===== src/rtl/nibble_serial_adder.sv =====
// Nibble-serial adder: one 4-bit carry-lookahead slice reused LSB nibble first.
// Optional signed overflow output enabled by NIBBLE_SERIAL_ADDER_OVF_EN.
module nibble_serial_cla4 (
   input  logic [3:0] x,
   input  logic [3:0] y,
   input  logic       cin,
   output logic [3:0] sum,
   output logic       c3,
   output logic       c4
);
   logic [3:0] p;
   logic [3:0] g;
   logic [4:0] c;

   always_comb begin
      p    = x ^ y;
      g    = x & y;
      c[0] = cin;
      c[1] = g[0] | (p[0] & c[0]);
      c[2] = g[1] | (p[1] & g[0]) | (p[1] & p[0] & c[0]);
      c[3] = g[2] | (p[2] & g[1]) | (p[2] & p[1] & g[0])
           | (p[2] & p[1] & p[0] & c[0]);
      c[4] = g[3] | (p[3] & g[2]) | (p[3] & p[2] & g[1])
           | (p[3] & p[2] & p[1] & g[0])
           | (p[3] & p[2] & p[1] & p[0] & c[0]);
      sum  = p ^ c[3:0];
      c3   = c[3];
      c4   = c[4];
   end
endmodule

module nibble_serial_adder #(
   parameter  int NIBBLES = 4,
   localparam int W       = 4 * NIBBLES,
   localparam int IW      = $clog2(NIBBLES)
) (
   input  logic         clk,
   input  logic         rst_n,
   input  logic         in_valid,
   output logic         in_ready,
   input  logic [W-1:0] a,
   input  logic [W-1:0] b,
   input  logic         ci,
   output logic         out_valid,
   input  logic         out_ready,
   output logic [W-1:0] s,
`ifdef NIBBLE_SERIAL_ADDER_OVF_EN
   output logic         ovf,
`endif
   output logic         co
);
   typedef enum logic [1:0] {
      IDLE = 2'd0,
      RUN  = 2'd1,
      DONE = 2'd2
   } state_t;

   state_t        state_q, state_d;
   logic [W-1:0]  a_q, a_d;
   logic [W-1:0]  b_q, b_d;
   logic [W-1:0]  s_q, s_d;
   logic [IW-1:0] idx_q, idx_d;
   logic          c_q, c_d;
   logic          co_q, co_d;
`ifdef NIBBLE_SERIAL_ADDER_OVF_EN
   logic          ovf_q, ovf_d;
`endif

   logic [3:0] nib_sum;
   logic       nib_c3;
   logic       nib_c4;
   logic       last;

   nibble_serial_cla4 u_cla (
      .x   (a_q[4*idx_q +: 4]),
      .y   (b_q[4*idx_q +: 4]),
      .cin (c_q),
      .sum (nib_sum),
      .c3  (nib_c3),
      .c4  (nib_c4)
   );

   assign last = (idx_q == IW'(NIBBLES - 1));

   always_comb begin
      state_d = state_q;
      a_d     = a_q;
      b_d     = b_q;
      s_d     = s_q;
      idx_d   = idx_q;
      c_d     = c_q;
      co_d    = co_q;
`ifdef NIBBLE_SERIAL_ADDER_OVF_EN
      ovf_d   = ovf_q;
`endif
      unique case (state_q)
         IDLE: begin
            if (in_valid) begin
               a_d     = a;
               b_d     = b;
               c_d     = ci;
               idx_d   = '0;
               state_d = RUN;
            end
         end
         RUN: begin
            s_d[4*idx_q +: 4] = nib_sum;
            c_d = nib_c4;
            if (last) begin
               co_d    = nib_c4;
`ifdef NIBBLE_SERIAL_ADDER_OVF_EN
               ovf_d   = nib_c3 ^ nib_c4;
`endif
               state_d = DONE;
            end else begin
               idx_d = idx_q + IW'(1);
            end
         end
         DONE: begin
            if (out_ready) state_d = IDLE;
         end
         default: state_d = IDLE;
      endcase
   end

   always_ff @(posedge clk or negedge rst_n) begin
      if (!rst_n) begin
         state_q <= IDLE;
         a_q     <= '0;
         b_q     <= '0;
         s_q     <= '0;
         idx_q   <= '0;
         c_q     <= 1'b0;
         co_q    <= 1'b0;
`ifdef NIBBLE_SERIAL_ADDER_OVF_EN
         ovf_q   <= 1'b0;
`endif
      end else begin
         state_q <= state_d;
         a_q     <= a_d;
         b_q     <= b_d;
         s_q     <= s_d;
         idx_q   <= idx_d;
         c_q     <= c_d;
         co_q    <= co_d;
`ifdef NIBBLE_SERIAL_ADDER_OVF_EN
         ovf_q   <= ovf_d;
`endif
      end
   end

   assign in_ready  = (state_q == IDLE);
   assign out_valid = (state_q == DONE);
   assign s         = s_q;
   assign co        = co_q;
`ifdef NIBBLE_SERIAL_ADDER_OVF_EN
   assign ovf       = ovf_q;
`endif

   // nib_c3 only feeds overflow; keep it referenced in the default build
   logic unused_c3;
   assign unused_c3 = nib_c3;
endmodule

===== config.mk =====
export PLATFORM = sky130hd
export DESIGN_NAME = nibble_serial_adder
export DESIGN_NICKNAME = d
export VERILOG_FILES = /design/src/rtl/nibble_serial_adder.sv
export SDC_FILE = /design/constraint.sdc
export NUM_CORES = 1
export LEC_CHECK = 0
export ABC_AREA = 1
export CAP_MARGIN = 10
export CELL_PAD_IN_SITES_DETAIL_PLACEMENT = 1
export CELL_PAD_IN_SITES_GLOBAL_PLACEMENT = 2
export CORE_ASPECT_RATIO = 0.6
export CORE_UTILIZATION = 30
export DETAILED_ROUTE_END_ITERATION = 6
export GPL_ROUTABILITY_DRIVEN = 0
export GPL_TIMING_DRIVEN = 0
export PLACE_DENSITY = 0.89
export SLEW_MARGIN = 25
export SYNTH_ARGS = -nofsm -noshare
export SYNTH_HDL_FRONTEND = slang
export SYNTH_HIERARCHICAL = 1
export SYNTH_SLANG_ARGS = --single-unit

===== constraint.sdc =====
create_clock -name clk -period 2.55 [get_ports clk]
set_clock_uncertainty 0.2 [all_clocks]
set_input_delay 0.6375 -clock clk [delete_from_list [all_inputs] [get_ports clk]]
set_output_delay 0.6375 -clock clk [all_outputs]
set_load 0.05 [all_outputs]

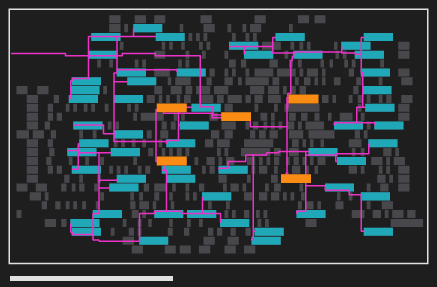
Figure 1: run 1, routed clock nets over the placement.
Scale bar: 50 um.
- flip-flops: cyan (count 54)
- clock-net drivers: orange (count 5)
- clock wires: magenta (length 738 um)
- routed clock nets: 6
- flops lie: spread over the die

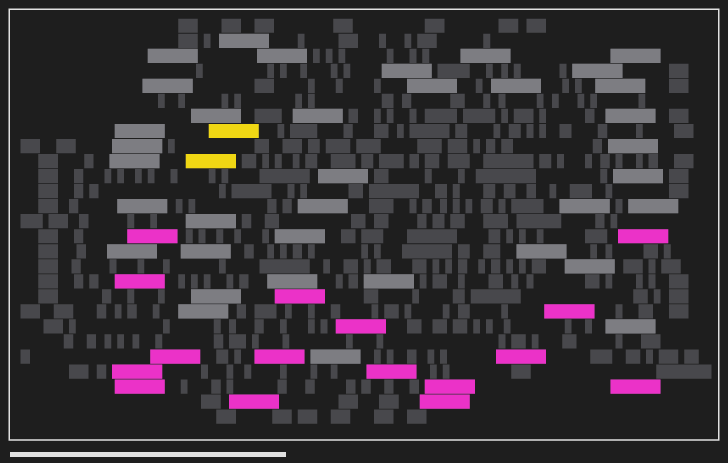
Figure 2: run 1, register map, names as in the netlist.
Scale bar: 50 um. Other sequential cells in the stronger gray, the rest of the logic in the fainter gray.
- b_q: magenta (sequential cells 16)
- state_q: yellow (sequential cells 2)
- not colored: 36

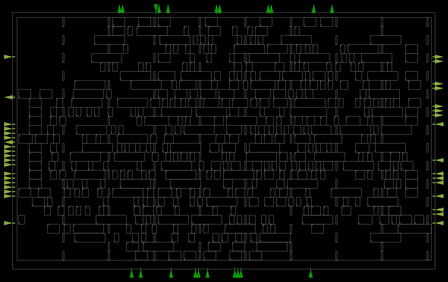
Figure 3: run 1, placement view.
TAP cells: 130
core area: 0.00922 sq mm
seq_cells: 54
Final Core Density: 42.5%

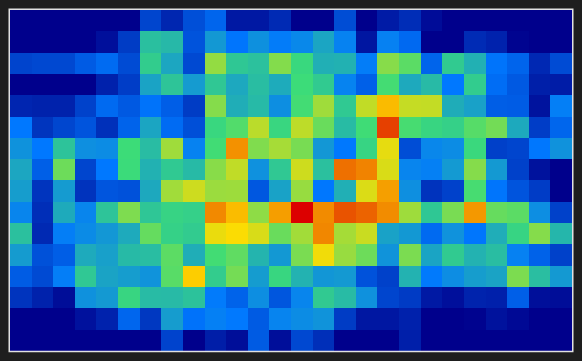
Figure 4: run 1, signal metal coverage by tile.
The die is cut into 26 by 16 equal tiles; dark blue is low, red is high, scaled to the fullest tile. Values are wire area over tile area, all layers added.
- densest ninth of the die: center
- mean over tiles: 0.13
- nearly empty tiles: 14%
- fullest tile: 0.41
- emptiest ninth of the die: upper left

==> results.sh, run 1 <==
# flow metrics
export IMPL_cts_sinks=54
export IMPL_synthCells=355
export IMPL_vias=2521
export IMPL_status="complete, no violations"
export IMPL_grt_use_met2_pct=24.1
export IMPL_vias_per_cell=4.55
export IMPL_buffers_excl_clock=81
export IMPL_report_final_slew_viol_count=0
export IMPL_cts_max_level=2
export IMPL_cp_slowest_cell="dfrtp_1"
export IMPL_ant_nets=0
export IMPL_warning_count=31
export IMPL_crit_arrival_ps=2500
export IMPL_numCtsBuffers=5
export IMPL_crit_path_start="idx_q[0]$_DFFE_PN0P_"
export IMPL_met1_length_um=4430
export IMPL_final_hold_viol_count=0
export IMPL_crit_chain="buf_6 -> inv_4 -> buf_12 -> nor2_1 -> nor2_1 -> o21ai_1 -> nand2_1 -> ha_4 -> or2_1 -> nand2_2 -> nand3_2 -> nand2_2 -> inv_1 -> nor3_4 -> nand2_1 -> nand2_1"
export IMPL_final_cell_count_no_fill=554
export IMPL_cp_max_fo=10
export IMPL_common_cells="nand2_1 (131), dfrtp_1 (54), nand3_1 (37)"
export IMPL_wirelength_um=8030
export IMPL_startpoint_type="flip-flop"
## run 1: registers in the layout (all words and copies together) (netlist names)
name	flops
c_q	1
co	1
idx_q	2
b_q	16
state_q	2
s	16
a_q	16
## run 1: kinds of logic (layout without fill, tap and decap cells)
| family | Yosys count | count (layout) | share of synthesized area [%] |
|---|---|---|---|
| compound gates | 30 | 30 | 6.73 |
| xor+xnor | 1 | 1 | 0.306 |
| fa+ha+maj | 10 | 10 | 4.63 |
| buf+inv | 45 | 114 | 8.48 |
| flops | 54 | 54 | 47.2 |
| simple gates | 215 | 215 | 32.6 |
## Run 2: what changed since run 1
--- a/config.mk
+++ b/config.mk
@@ -10,6 +10,7 @@
 export CELL_PAD_IN_SITES_DETAIL_PLACEMENT = 1
 export CELL_PAD_IN_SITES_GLOBAL_PLACEMENT = 2
 export CORE_ASPECT_RATIO = 0.6
+export CORE_MARGIN = 5
 export CORE_UTILIZATION = 30
 export DETAILED_ROUTE_END_ITERATION = 6
 export GPL_ROUTABILITY_DRIVEN = 0
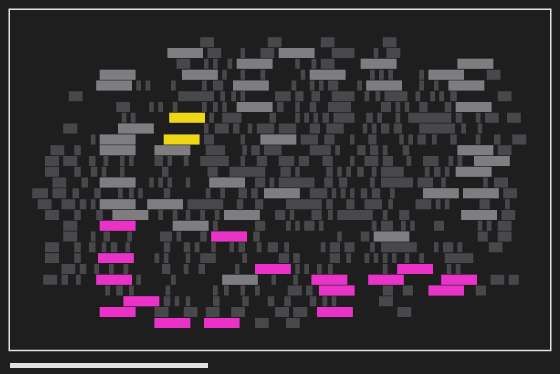
Figure 5: run 2, register map, names as in the netlist.
Scale bar: 50 um. Other sequential cells in the stronger gray, the rest of the logic in the fainter gray.
- b_q: magenta (sequential cells 16)
- state_q: yellow (sequential cells 2)

==> results.sh, run 2 <==
# flow metrics
export IMPL_status="complete, no violations"
export IMPL_common_cells="nand2_1 (131), dfrtp_1 (54), nand3_1 (37)"
export IMPL_vias_per_cell=4.55
export IMPL_vias=2526
export IMPL_cp_slowest_cell="dfrtp_1"
export IMPL_final_nets=472
export IMPL_warning_count=31
export IMPL_wirelength_um=8480
export IMPL_logic_family="simple AND/OR/NAND/NOR gates"
export IMPL_cts_sinks=54
export IMPL_final_hold_viol_count=0
export IMPL_numCtsBuffers=5
export IMPL_fin_util_pct=42.8
export IMPL_startpoint_type="flip-flop"
export IMPL_ys_sh_aoi_pct=6.73
export IMPL_seq_cells=54
export IMPL_clock_area_share_pct=4.15
export IMPL_synthCells=355
export IMPL_tap_cells=130
export IMPL_met1_length_um=4610
export IMPL_core_sq_mm=0.00922
export IMPL_report_final_slew_viol_count=0
export IMPL_crit_arrival_ps=2520
export IMPL_fa_ha_area_share_pct=4.63
export IMPL_final_cell_count_no_fill=555
export IMPL_cts_max_level=2
export IMPL_grt_use_met2_pct=20.7
export IMPL_mux_area_share_pct=0
export IMPL_crit_chain="buf_6 -> inv_8 -> buf_8 -> nor2_1 -> nor2_1 -> o21ai_1 -> nand2_1 -> ha_4 -> nand4_1 -> nand2_2 -> nand2_2 -> nand2_2 -> inv_2 -> nor3_4 -> nand2_1 -> nand2_1"
export IMPL_cp_max_fo=5
export IMPL_cts_repair_resized=20
export IMPL_ant_nets=0
export IMPL_crit_path_start="idx_q[0]$_DFFE_PN0P_"
export IMPL_buf_share_pct=20.2
export IMPL_rsz0062_at_grt="true"
run 2: cell counts after synthesis:
No cell type changed its count.
run 2: worst min path at each step:
stage                     slack, ps  cells after the start                 end
after floorplan                 140                      0  a_q[0]$_DFFE_PN0P_
after global routing             40                      1    s[1]$_DFFE_PN0P_
after CTS                        20                      1  b_q[8]$_DFFE_PN0P_
after detailed placement        260                      2  b_q[1]$_DFFE_PN0P_
final                            20                      1  b_q[8]$_DFFE_PN0P_
after global placement          250                      2  b_q[1]$_DFFE_PN0P_
run 2: cells by family after synthesis:
| logic type | count (synthesis) |
|---|---|
| buffers and inverters | 45 |
| DFF | 54 |
| adders and majority gates | 10 |
| AOI/OAI and AO/OA | 30 |
| xor gates and xnor gates | 1 |
| and+or+nand+nor | 215 |
## Run 3: what changed since run 2
--- a/config.mk
+++ b/config.mk
@@ -16,6 +16,7 @@
 export GPL_ROUTABILITY_DRIVEN = 0
 export GPL_TIMING_DRIVEN = 0
 export PLACE_DENSITY = 0.89
+export SETUP_SLACK_MARGIN = 0.15
 export SLEW_MARGIN = 25
 export SYNTH_ARGS = -nofsm -noshare
 export SYNTH_HDL_FRONTEND = slang
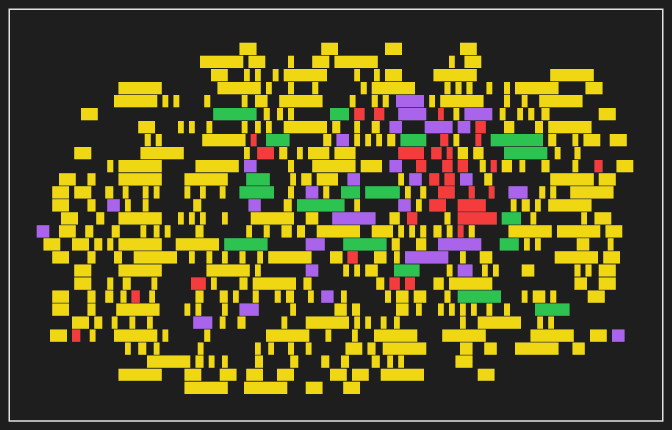
Figure 6: run 3, cell sizes after repair.
- x2: red (cells 32; share 7.5%; most used nand2_2)
- x3 and x4: purple (cells 28; share 6.6%; most used buf_4)
- x6 and larger: green (cells 18; share 4.2%; most used clkbuf_16)
- x1 and smaller: yellow (cells 348; share 82%; most used nand2_1)

==> results.sh, run 3 <==
# flow metrics
export IMPL_status="complete, no violations"
export IMPL_wirelength_um=8560
export IMPL_buffers_excl_clock=83
export IMPL_final_nets=473
export IMPL_ys_sh_xor_pct=0.306
export IMPL_tap_cells=130
export IMPL_report_final_slew_viol_count=0
export IMPL_crit_path_start="idx_q[0]$_DFFE_PN0P_"
export IMPL_mux_area_share_pct=0
export IMPL_cts_sinks=54
export IMPL_fin_util_pct=43.5
export IMPL_rsz0062_at_grt="true"
export IMPL_startpoint_type="flip-flop"
export IMPL_final_hold_viol_count=0
export IMPL_seq_cells=54
export IMPL_ant_nets=0
export IMPL_logic_family="simple AND/OR/NAND/NOR gates"
export IMPL_crit_arrival_ps=2480
export IMPL_core_sq_mm=0.00922
export IMPL_vias_per_cell=4.60
export IMPL_final_cell_count_no_fill=556
export IMPL_synthSimpleGateAreaFrac_pct=32.6
export IMPL_buf_share_pct=20.4
export IMPL_warning_count=32
export IMPL_cts_max_level=2
## run 3: cell counts after synthesis
No cell type changed its count.
## run 3: layer usage
metal / GRT usage [%] / vias up / share of wire (%)
met3: 4.34 / 7 / 6.6
met2: 21.4 / 55 / 40
li1: - / 1274 / -
met5: 0 / - / 0
met4: 3.57 / 0 / 0.95
met1: 23.3 / 1224 / 53
## run 3: what timing repair did
item,in CTS,in global routing
cloned,1,0
resized,42,24
setup endpoints to repair,20,18
pin swaps,19,20
setup buffers,6,2
